--- src/rtl/led_pkg.sv ---
// ----------------------------------------------------------------------------
// led_pkg
// Shared definitions for the LED blink scheduler:
//   - led_state_e   : sequencing FSM state encoding
//   - DEF_*_CYCLES  : default ON/OFF phase lengths
//   - clog2 / max2  : elaboration-time helpers for width derivation
// Optional build macro used by the importers: LED_BLINK_SCHED_FIXED_PRIO_EN
// ----------------------------------------------------------------------------
package led_pkg;

    typedef enum logic [1:0] {
        ST_IDLE = 2'd0,
        ST_ON   = 2'd1,
        ST_OFF  = 2'd2,
        ST_DONE = 2'd3
    } led_state_e;

    localparam int unsigned DEF_ON_CYCLES  = 4;
    localparam int unsigned DEF_OFF_CYCLES = 4;

    // Ceiling log2; clog2(1) = 0
    function automatic int unsigned clog2(input int unsigned value);
        int unsigned res;
        res = 0;
        while ((32'd1 << res) < value) begin
            res = res + 1;
        end
        return res;
    endfunction

    function automatic int unsigned max2(input int unsigned a, input int unsigned b);
        return (a > b) ? a : b;
    endfunction

endpackage : led_pkg

--- src/rtl/led_blink_scheduler_rr_pick.sv ---
// ----------------------------------------------------------------------------
// rr_pick
// Combinational requester selector for the LED blink scheduler.
// Default build: first set request bit searching upward from i_rr_ptr,
// wrapping modulo N_REQ.
// With LED_BLINK_SCHED_FIXED_PRIO_EN defined: lowest set request index wins
// and the pointer input does not exist.
// Ports:
//   i_req       request vector, bit i = requester i
//   i_rr_ptr    search start index (round-robin build only)
//   o_winner_c  winning index (0 when no request)
//   o_onehot_c  one-hot of the winner (0 when no request)
// ----------------------------------------------------------------------------
module rr_pick
    import led_pkg::*;
#(
    parameter  int unsigned N_REQ = 4,
    localparam int unsigned IDX_W = clog2(N_REQ)
) (
    input  logic [N_REQ-1:0] i_req,
`ifndef LED_BLINK_SCHED_FIXED_PRIO_EN
    input  logic [IDX_W-1:0] i_rr_ptr,
`endif
    output logic [IDX_W-1:0] o_winner_c,
    output logic [N_REQ-1:0] o_onehot_c
);

    logic        w_found;
    int unsigned w_idx;

    // Scan candidates in priority order; the first hit is kept
    always_comb begin
        w_found    = 1'b0;
        w_idx      = 0;
        o_winner_c = '0;
        o_onehot_c = '0;
        for (int unsigned off = 0; off < N_REQ; off++) begin
`ifdef LED_BLINK_SCHED_FIXED_PRIO_EN
            w_idx = off;
`else
            w_idx = (32'(i_rr_ptr) + off) % N_REQ;
`endif
            if (!w_found && (((i_req >> w_idx) & N_REQ'(1)) != '0)) begin
                w_found    = 1'b1;
                o_winner_c = IDX_W'(w_idx);
                o_onehot_c = N_REQ'(1) << w_idx;
            end
        end
    end

endmodule : rr_pick

--- src/rtl/led_blink_scheduler.sv ---
// ----------------------------------------------------------------------------
// led_blink_scheduler
// Shares one LED between N_REQ requesters. Each granted requester gets a
// non-preemptive burst of K blinks (K sampled from blink_cnt at grant), each
// blink being ON_CYCLES high followed by OFF_CYCLES low, then a one-cycle
// DONE. Arbitration is round-robin, or fixed lowest-index priority when
// LED_BLINK_SCHED_FIXED_PRIO_EN is defined.
// Ports:
//   clk        system clock, rising edge
//   clear      asynchronous active-high reset
//   req        level request per requester
//   blink_cnt  per-requester blink count, [i*CNT_W +: CNT_W] = requester i
//   grant      one-hot, held for the whole burst (registered)
//   busy       FSM not in IDLE (registered)
//   done       one-cycle pulse in the last burst cycle (registered)
//   led_out    shared LED drive (registered)
// ----------------------------------------------------------------------------
module led_blink_scheduler
    import led_pkg::*;
#(
    parameter int unsigned N_REQ      = 4,
    parameter int unsigned CNT_W      = 4,
    parameter int unsigned ON_CYCLES  = DEF_ON_CYCLES,
    parameter int unsigned OFF_CYCLES = DEF_OFF_CYCLES
) (
    input  logic                   clk,
    input  logic                   clear,
    input  logic [N_REQ-1:0]       req,
    input  logic [N_REQ*CNT_W-1:0] blink_cnt,
    output logic [N_REQ-1:0]       grant,
    output logic                   busy,
    output logic                   done,
    output logic                   led_out
);

    localparam int unsigned IDX_W    = clog2(N_REQ);
    localparam int unsigned TMR_W    = clog2(max2(ON_CYCLES, OFF_CYCLES)) + 1;
    localparam logic [TMR_W-1:0] ON_LOAD  = TMR_W'(ON_CYCLES - 1);
    localparam logic [TMR_W-1:0] OFF_LOAD = TMR_W'(OFF_CYCLES - 1);

    led_state_e         r_state;
    logic [TMR_W-1:0]   r_timer;
    logic [CNT_W-1:0]   r_rem;
    logic [N_REQ-1:0]   r_grant;
    logic               r_busy;
    logic               r_done;
    logic               r_led;
`ifndef LED_BLINK_SCHED_FIXED_PRIO_EN
    logic [IDX_W-1:0]   r_rr_ptr;
    logic [IDX_W-1:0]   r_winner;
`endif

    logic [IDX_W-1:0]   w_winner;
    logic [N_REQ-1:0]   w_onehot;
    logic [CNT_W-1:0]   w_cnt;

    rr_pick #(
        .N_REQ      (N_REQ)
    ) u_rr_pick (
        .i_req      (req),
`ifndef LED_BLINK_SCHED_FIXED_PRIO_EN
        .i_rr_ptr   (r_rr_ptr),
`endif
        .o_winner_c (w_winner),
        .o_onehot_c (w_onehot)
    );

    // Blink count of the current winner
    always_comb begin
        w_cnt = '0;
        for (int unsigned i = 0; i < N_REQ; i++) begin
            if (w_winner == IDX_W'(i)) begin
                w_cnt = blink_cnt[i*CNT_W +: CNT_W];
            end
        end
    end

    // Sequencing FSM with registered outputs
    always_ff @(posedge clk or posedge clear) begin
        if (clear) begin
            r_state  <= ST_IDLE;
            r_timer  <= '0;
            r_rem    <= '0;
            r_grant  <= '0;
            r_busy   <= 1'b0;
            r_done   <= 1'b0;
            r_led    <= 1'b0;
`ifndef LED_BLINK_SCHED_FIXED_PRIO_EN
            r_rr_ptr <= '0;
            r_winner <= '0;
`endif
        end else begin
            r_done <= 1'b0;
            case (r_state)
                ST_IDLE: begin
                    if (req != '0) begin
                        r_grant  <= w_onehot;
                        r_busy   <= 1'b1;
                        r_rem    <= w_cnt;
`ifndef LED_BLINK_SCHED_FIXED_PRIO_EN
                        r_winner <= w_winner;
`endif
                        // A zero-length burst still produces its DONE cycle
                        if (w_cnt == '0) begin
                            r_state <= ST_DONE;
                            r_done  <= 1'b1;
                            r_led   <= 1'b0;
                        end else begin
                            r_state <= ST_ON;
                            r_led   <= 1'b1;
                            r_timer <= ON_LOAD;
                        end
                    end
                end
                ST_ON: begin
                    if (r_timer == '0) begin
                        r_state <= ST_OFF;
                        r_led   <= 1'b0;
                        r_timer <= OFF_LOAD;
                        if (r_rem != '0) begin
                            r_rem <= r_rem - CNT_W'(1);
                        end
                    end else begin
                        r_timer <= r_timer - TMR_W'(1);
                    end
                end
                ST_OFF: begin
                    if (r_timer == '0) begin
                        if (r_rem != '0) begin
                            r_state <= ST_ON;
                            r_led   <= 1'b1;
                            r_timer <= ON_LOAD;
                        end else begin
                            r_state <= ST_DONE;
                            r_done  <= 1'b1;
                        end
                    end else begin
                        r_timer <= r_timer - TMR_W'(1);
                    end
                end
                ST_DONE: begin
                    r_state <= ST_IDLE;
                    r_grant <= '0;
                    r_busy  <= 1'b0;
                    r_led   <= 1'b0;
`ifndef LED_BLINK_SCHED_FIXED_PRIO_EN
                    // Next search starts just past the requester just served
                    if (r_winner == IDX_W'(N_REQ - 1)) begin
                        r_rr_ptr <= '0;
                    end else begin
                        r_rr_ptr <= r_winner + IDX_W'(1);
                    end
`endif
                end
                default: begin
                    r_state <= ST_IDLE;
                end
            endcase
        end
    end

    assign grant   = r_grant;
    assign busy    = r_busy;
    assign done    = r_done;
    assign led_out = r_led;

endmodule : led_blink_scheduler

--- config.mk ---
export PLATFORM = sky130hd
export DESIGN_NAME = led_blink_scheduler
export DESIGN_NICKNAME = d
export VERILOG_FILES = /design/src/rtl/led_pkg.sv /design/src/rtl/led_blink_scheduler_rr_pick.sv /design/src/rtl/led_blink_scheduler.sv
export SDC_FILE = /design/constraint.sdc
export NUM_CORES = 1
export LEC_CHECK = 0
export CORE_MARGIN = 1.5
export CORE_UTILIZATION = 52
export CTS_CLUSTER_SIZE = 24
export DETAILED_ROUTE_END_ITERATION = 12
export PLACE_DENSITY = 0.79
export SLEW_MARGIN = 20
export SYNTH_ARGS = -nofsm -noshare
export SYNTH_HDL_FRONTEND = slang
export SYNTH_SLANG_ARGS = --single-unit
--- constraint.sdc ---
create_clock -name clk -period 6.2 [get_ports clk]
set_input_delay 1.24 -clock clk [delete_from_list [all_inputs] [get_ports clk]]
set_output_delay 1.24 -clock clk [all_outputs]
set_load 0.01 [all_outputs]
Figure 1. Cells by drive strength (run 1).
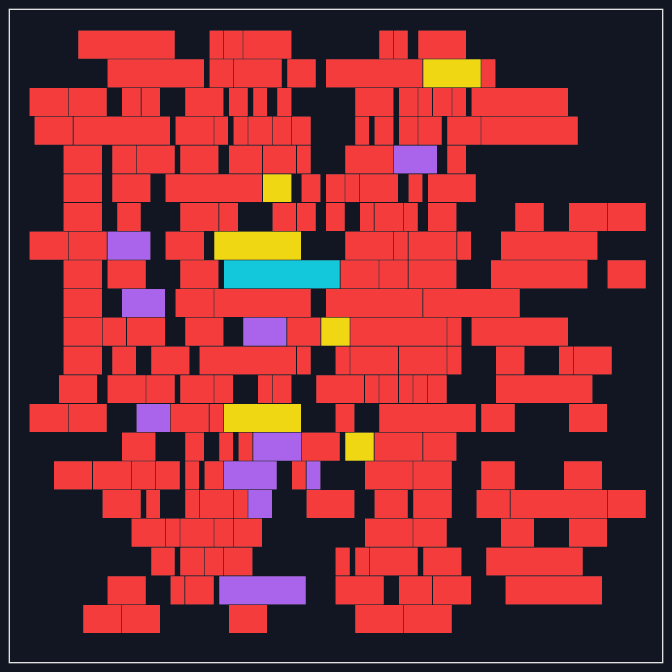
- x2: purple (cells 10)
- x3 and x4: yellow (cells 6)
- x6 and larger: cyan (cells 1)
- x1 and smaller: red (cells 195)

Figure 2. Congestion heat map (run 1).
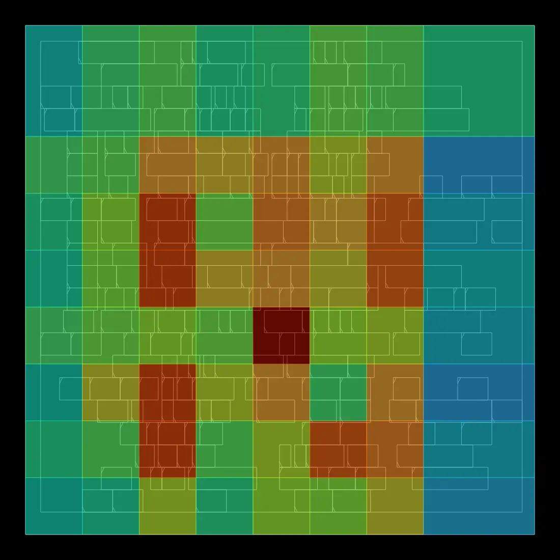
GR peak layer: met2
final core utilization: 63.5%

==> impl_metrics.py, run 1 <==
# Auto-generated metrics
metrics = {
    "status": {
        "status": "finished, final reports clean",
    },
    "clocking": {
        "tritoncts": "done",
        "cts-hold-fix-buffers": 0,
        "clkTransAtPathRegs_ps": 130,
        "clock-root-buffer": "clkbuf_4",
        "cts-resized-gates": 0,
        "cts_setup_buffers": 0,
        "h-tree-depth": 1,
    },
    "synth": {
        "synth.cellmix.xorXnorShare_pct": 0,
        "seq_area_frac_synth_pct": 27.9,
        "top_logic_kind": "AND-OR/OR-AND gates",
        "aoi_share_pct": 23.1,
        "yosysTopAreaCellShare_pct": 27.9,
        "syn_area_per_cell_sq_um": 9.45,
        "yosys-stat-area_sq_um": 1800,
        "fa_ha_area_share_pct": 13.2,
        "synth_warnings": 0,
        "synth.distinct_cells": 51,
        "synthCells": 190,
        "largest_area_cell": "dfrtp_1",
    },
    "global_routing": {
        "grt_max_degree": 21,
        "gr-total-overflow": 0,
    },
    "worst_setup_path": {
        "worstPathRequired_ps": 6420,
        "reg2reg_from": "r_rr_ptr[0]",
        "crit_family": "AND-OR/OR-AND gates",
        "crit_buf_inv": 1,
        "r2r_cells": 7,
        "path_class": "input pin to register",
        "max_stage_delay_ps": 740,
        "cp.arrival_ps": 3970,
        "cp_slowest_cell": "clkdlybuf4s50_1",
    },
    "pwr": {
        "power.density_nw_per_um2": 477,
        "leakagePower_uw": 0.000919,
    },
    "placement": {
        "io_buffers": 28,
        "post-dp-hpwl_mm": 2.92,
        "place_area_sq_um": 2070,
    },
    "min_path": {
        "min_to": "led_out",
    },
    "sta": {
        "period_used_pct": 60.5,
        "drv_slew": 0,
        "fmax_mhz": 267,
        "fin_tns_setup_ps": 0,
        "fin_crit_ps": 3750,
        "whs_ps": 489,
        "tightest_slew_ps": 834,
        "timing_hold_violations_final": 0,
    },
    "floorplanning": {
        "initial_utilization_pct": 53.8,
        "chipHeight_microns": 61.8,
        "die_w_microns": 61.8,
        "rows": 21,
        "core_area_sq_um": 3340,
    },
    "detailed_routing": {
        "drt_wl_total_mm": 3.69,
        "dr.pass1.iters": 4,
        "dr.max_layer_used": "met4",
        "detail-route-antenna-nets": 0,
        "wl_met1_mm": 1.72,
        "drtIter0Drc": 57,
        "wl_met2_mm": 1.78,
        "dr_wl_met3_microns": 147,
    },
    "run": {
        "warnings": 40,
        "cap_violations": 0,
    },
    "finish": {
        "mostFrequentLayoutCells": "clkdlybuf4s50_1 (28), dfrtp_1 (20), ha_1 (19)",
    },
}
Figure 3. Register map, names as in the netlist (run 1).
The bar under the picture is 20 microns long. Other sequential cells in the stronger grey, the rest of the logic in the fainter grey.
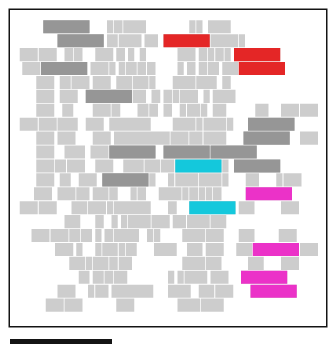
- r_timer: red (placed flops 3)
- r_rr_ptr: cyan (placed flops 2)
- grant: magenta (placed flops 4; where lower right)
- not coloured: 11
Seq/total area: 23.6%
Sequential Power: 254 uW
sequential standard cell area: 500 sq um

Figure 4. Routed metal, one colour a layer (run 1).
Two of the layers only.
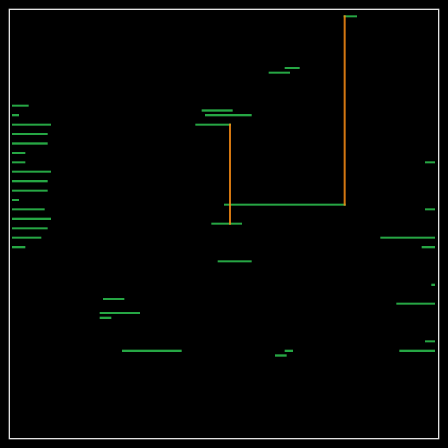
- M4: orange (wire length 41.5 microns)
- M3: green (wire length 147 microns)
Vias: 1535
WL/cell: 14.3 microns

## run 1: cells in the mapped netlist (3+ instances only)
cell and count:
nor4_1 5, nor2_1 14, a211oi_1 3, o21ai_0 7, inv_1 13, a21oi_1 9, nor3_1 5, ha_1 19
a22o_1 9, buf_2 5, a221o_1 6, nand3_1 3, mux2i_1 17, mux2_2 3, dfrtp_1 20, nand2_1 11
## run 1: cell type report
class                   count  area (sq um)
well taps                  46          57.6
inverters                  15          56.3
clock buffers               3          22.5
multi-input cells         145          1170
repair buffers             28           280
fillers                   303          1220
clock inverters             1          30.0
flip-flops and latches     20           500
## run 1: flip-flops by register name, summed over array words and instances (netlist names)
register,count
busy,1
led_out,1
done,1
r_timer,3
r_state,2
grant,4
r_rem,4
r_rr_ptr,2
r_winner,2
## run 1: where the power goes
group          total [uW]  switching (uW)  internal [uW]  leakage (uW)
registers             254            67.3            186      0.000247
logic                 647             336            311      0.000645
clock network         110            45.0           65.4     0.0000279
## run 1: through the flow
stage / instances / utilization, % / worst slack (ps)
after floorplan: 190 / - / 3050
after global placement: 254 / 61.9 / 2200
after detailed placement: 254 / 61.9 / 2130
after CTS: 258 / 63.5 / 2460
after global routing: 258 / 63.5 / 2290
final: 258 / 63.5 / 2450
## run 1: worst max path at each step
stage / slack [ps] / cells after the start / to / from
after floorplan: 3050 / 8 / r_timer[1] / req[0]
after global placement: 2200 / 7 / r_timer[1] / req[1]
after detailed placement: 2130 / 7 / r_timer[1] / req[1]
after CTS: 2460 / 7 / r_timer[1] / req[1]
after global routing: 2290 / 7 / r_timer[1] / req[1]
final: 2450 / 7 / r_timer[1] / req[1]
## run 1: per-layer routing
layer  up-vias  GRT usage [%]
met4         0           7.60
li1        756              -
met5         -              0
met1       723           26.6
met3         4           2.48
met2        52           32.5
Figure 5. Gate families picked out (run 1).
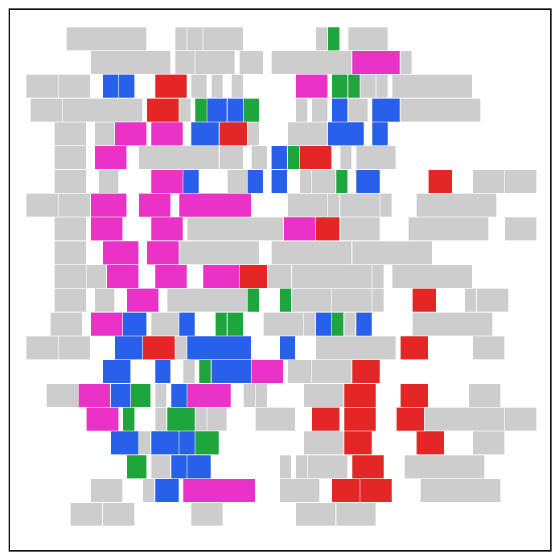

## Run 2: what changed since run 1
==> constraint.sdc (replaced) <==
create_clock -name clk -period 3.8 [get_ports clk]
set_input_delay 0.76 -clock clk [delete_from_list [all_inputs] [get_ports clk]]
set_output_delay 0.76 -clock clk [all_outputs]
set_load 0.01 [all_outputs]
Figure 6. Gate families picked out (run 2).
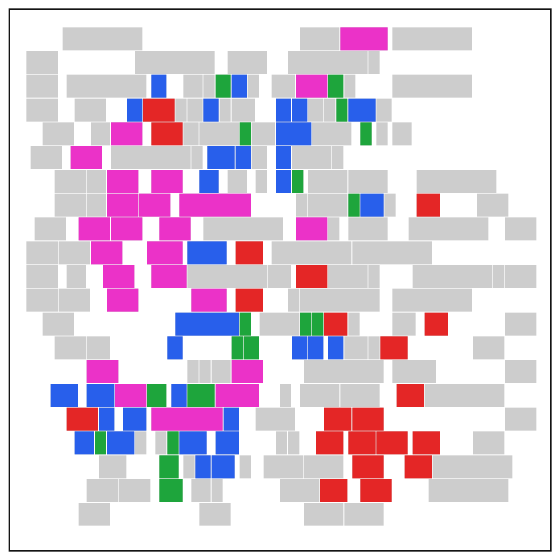
- aoi and oai cells: blue (cells 32)
- non-inverting ao/oa cells: red (cells 21)
- mux cells: magenta (cells 24)
- nand cells: green (cells 18)

Figure 7. Cells by drive strength (run 2).
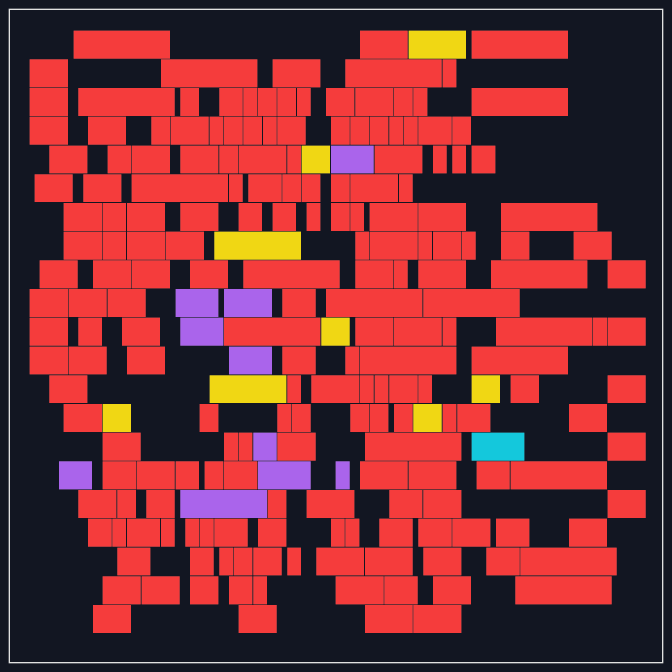
- x3 and x4: yellow (cells 8)
- x6 and larger: cyan (cells 1)
- x1 and smaller: red (cells 195)
- x2: purple (cells 10)

==> run 2 against run 1 <==
Core utilization is essentially flat. Via count grew 1.0%. Worst hold slack gained 1.9 ps. Critical endpoint unchanged. Cell count grew 0.78%. Critical path type unchanged.
==> impl_metrics.py, run 2 <==
# Auto-generated metrics
metrics = {
    "status": {
        "status": "finished, final reports clean",
    },
    "clocking": {
        "cts-hold-fix-buffers": 0,
        "cts_setup_buffers": 0,
        "clkTransAtPathRegs_ps": 120,
        "cts-resized-gates": 0,
        "tritoncts.num_buffers": 3,
        "insertion_delay_ps": 320,
        "clock-root-buffer": "clkbuf_4",
        "tritoncts": "done",
        "cts.sinks": 20,
        "h-tree-depth": 1,
        "max-clock-path-buffers": 2,
    },
    "pwr": {
        "seqPwrFrac_pct": 23.5,
        "p_comb_share_pct": 68.6,
        "p_total_uw": 1630,
        "clkPwrFrac_pct": 7.8,
        "switchingPower_uw": 743,
        "largestPowerGroup": "combinational cells",
        "p_int_uw": 888,
        "leakagePower_uw": 0.000922,
        "irDropWorstVdd_v": 0.000344,
        "sw_frac_of_total_pct": 45.6,
        "pwr.group.clock_uw": 128,
        "pg_comb_uw": 1120,
        "powerSeq_uw": 384,
        "power.density_nw_per_um2": 770,
    },
    "floorplanning": {
        "rows": 21,
        "chipHeight_microns": 61.8,
        "initial_utilization_pct": 53.8,
        "die_w_microns": 61.8,
        "die_area_sq_um": 3810,
        "io_pins": 29,
        "core_area_sq_um": 3340,
    },
    "run": {
        "warnings": 40,
        "cap_violations": 0,
    },
    "worst_setup_path": {
        "critPathCaptureType": "register",
        "cp.arrival_ps": 3310,
        "worstPathRequired_ps": 4020,
        "cp_max_fo": 13,
        "path_class": "input pin to register",
        "worstSetupStartpointType": "input pin",
    },
    "placement": {
        "place_congestion": 0.829,
        "preCtsSetupSlack_ps": 371,
        "place_area_sq_um": 2080,
        "io_buffers": 28,
        "post-dp-hpwl_mm": 3.01,
    },
    "global_routing": {
        "grt_usage_pct": 21.4,
        "antenna_found_initial": 0,
        "grt_pass1_vias": 1416,
        "gr-total-overflow": 0,
        "grt_pass1_wl_mm": 6.12,
        "grt_max_degree": 21,
    },
    "sta": {
        "fin_tns_setup_ps": 0,
        "drv_slew": 0,
        "finalWorstSetupSlack_ps": 707,
        "skew_ps": 15.3,
        "rsz0062_at_grt": "false",
        "setup_viol": 0,
        "fmax_mhz": 323,
        "tightest_slew_ps": 816,
        "fin_crit_ps": 3090,
        "maxSlewHeadroom_pct": 45.0,
        "timing_hold_violations_final": 0,
        "period_used_pct": 81.4,
        "whs_ps": 491,
    },
    "synth": {
        "seq_area_frac_synth_pct": 27.9,
        "syn_area_per_cell_sq_um": 9.45,
        "synth_top_cell_by_count": "dfrtp_1",
        "synth_area_sq_um": 1800,
        "yosys-top-cells-count": "dfrtp_1 (20), ha_1 (19), mux2i_1 (17)",
        "fp_nets": 231,
        "ff_type": "dfrtp_1",
        "yosys-stat-area_sq_um": 1800,
        "synth-edff-count": 0,
        "largest_area_cell": "dfrtp_1",
        "synth.distinct_cells": 51,
        "synthCells": 190,
        "ys.flops": 20,
        "synth_warnings": 0,
        "ys_cells": 190,
        "area_leaders": "dfrtp_1 (28%), ha_1 (13%), mux2i_1 (9.5%)",
        "ys_async_sr_fraction_pct": 100,
        "yosysTopAreaCellShare_pct": 27.9,
    },
    "finish": {
        "areaGrowthSynthToFinish_pct": 18.0,
        "mostFrequentLayoutCells": "clkdlybuf4s50_1 (28), dfrtp_1 (20), ha_1 (19)",
        "antenna_cells": 0,
        "mostFrequentLayoutCell": "clkdlybuf4s50_1",
        "drive_above_1_share_pct": 8.88,
        "nets": 256,
        "finalInstanceArea_sq_um": 2120,
    },
    "detailed_routing": {
        "dr.pass1.iters": 4,
        "via_per_inst": 5.97,
        "vias": 1551,
        "wl_per_cell_microns": 14.8,
        "drc": 0,
        "drt_wl_total_mm": 3.85,
        "drtIter0Drc": 96,
        "detail-route-antenna-nets": 0,
    },
    "min_path": {
        "hp-class": "register to register",
    },
}
[run 2: cell counts after synthesis]
No cell type changed its count.
[run 2: cell families after synthesis]
family | synth area share [%]
flip-flops | 27.9
adder cells (fa/ha/maj) | 13.2
buffers and inverters | 6.83
AND-OR/OR-AND | 23.1
multiplexers | 15.5
AND/OR/NAND/NOR | 13.5
[run 2: final timing paths]
| kind | from | end | slack, ps | depth (start not counted) |
|---|---|---|---|---|
| max | req[1] | r_timer[1] | 710 | 8 |
| min | led_out | led_out | 490 | 1 |
| max reg2reg | r_rr_ptr[1] | r_timer[1] | 770 | 8 |
| min reg2reg | led_out | led_out | 490 | 1 |
| max in group asynchronous | clear | done | 2460 | 2 |
| min in group asynchronous | clear | led_out | 860 | 2 |
[run 2: through the flow]
| stage | instances | util (%) |
|---|---|---|
| after floorplan | 190 | - |
| after global placement | 256 | 62.4 |
| after detailed placement | 256 | 62.4 |
| after CTS | 260 | 63.5 |
| after global routing | 260 | 63.5 |
| final | 260 | 63.5 |
[run 2: final cells by class]
type	count	area, sq um
Fill cell	276	1220
Multi-Input combinational cell	145	1170
Sequential cell	20	500
Timing Repair Buffer	30	295
Tap cell	46	57.6
Inverter	15	56.3
Clock buffer	4	36.3
[run 2: worst max-delay path, stage by stage]
cell	delay, ps
clkdlybuf4s50_1	630
nor2_2	310
nor2_1	110
a211oi_4	450
mux2i_1	350
mux2i_4	140
a21boi_2	250
mux2_4	320
[run 2: per-layer routing]
layer,vias up,track usage [%],wire (microns)
li1,758,-,-
met1,723,27.2,1740
met2,62,35.8,1860
met3,8,3.93,182
met4,0,8.81,63
met5,-,0,0
Power and IR drop assume default switching activity.
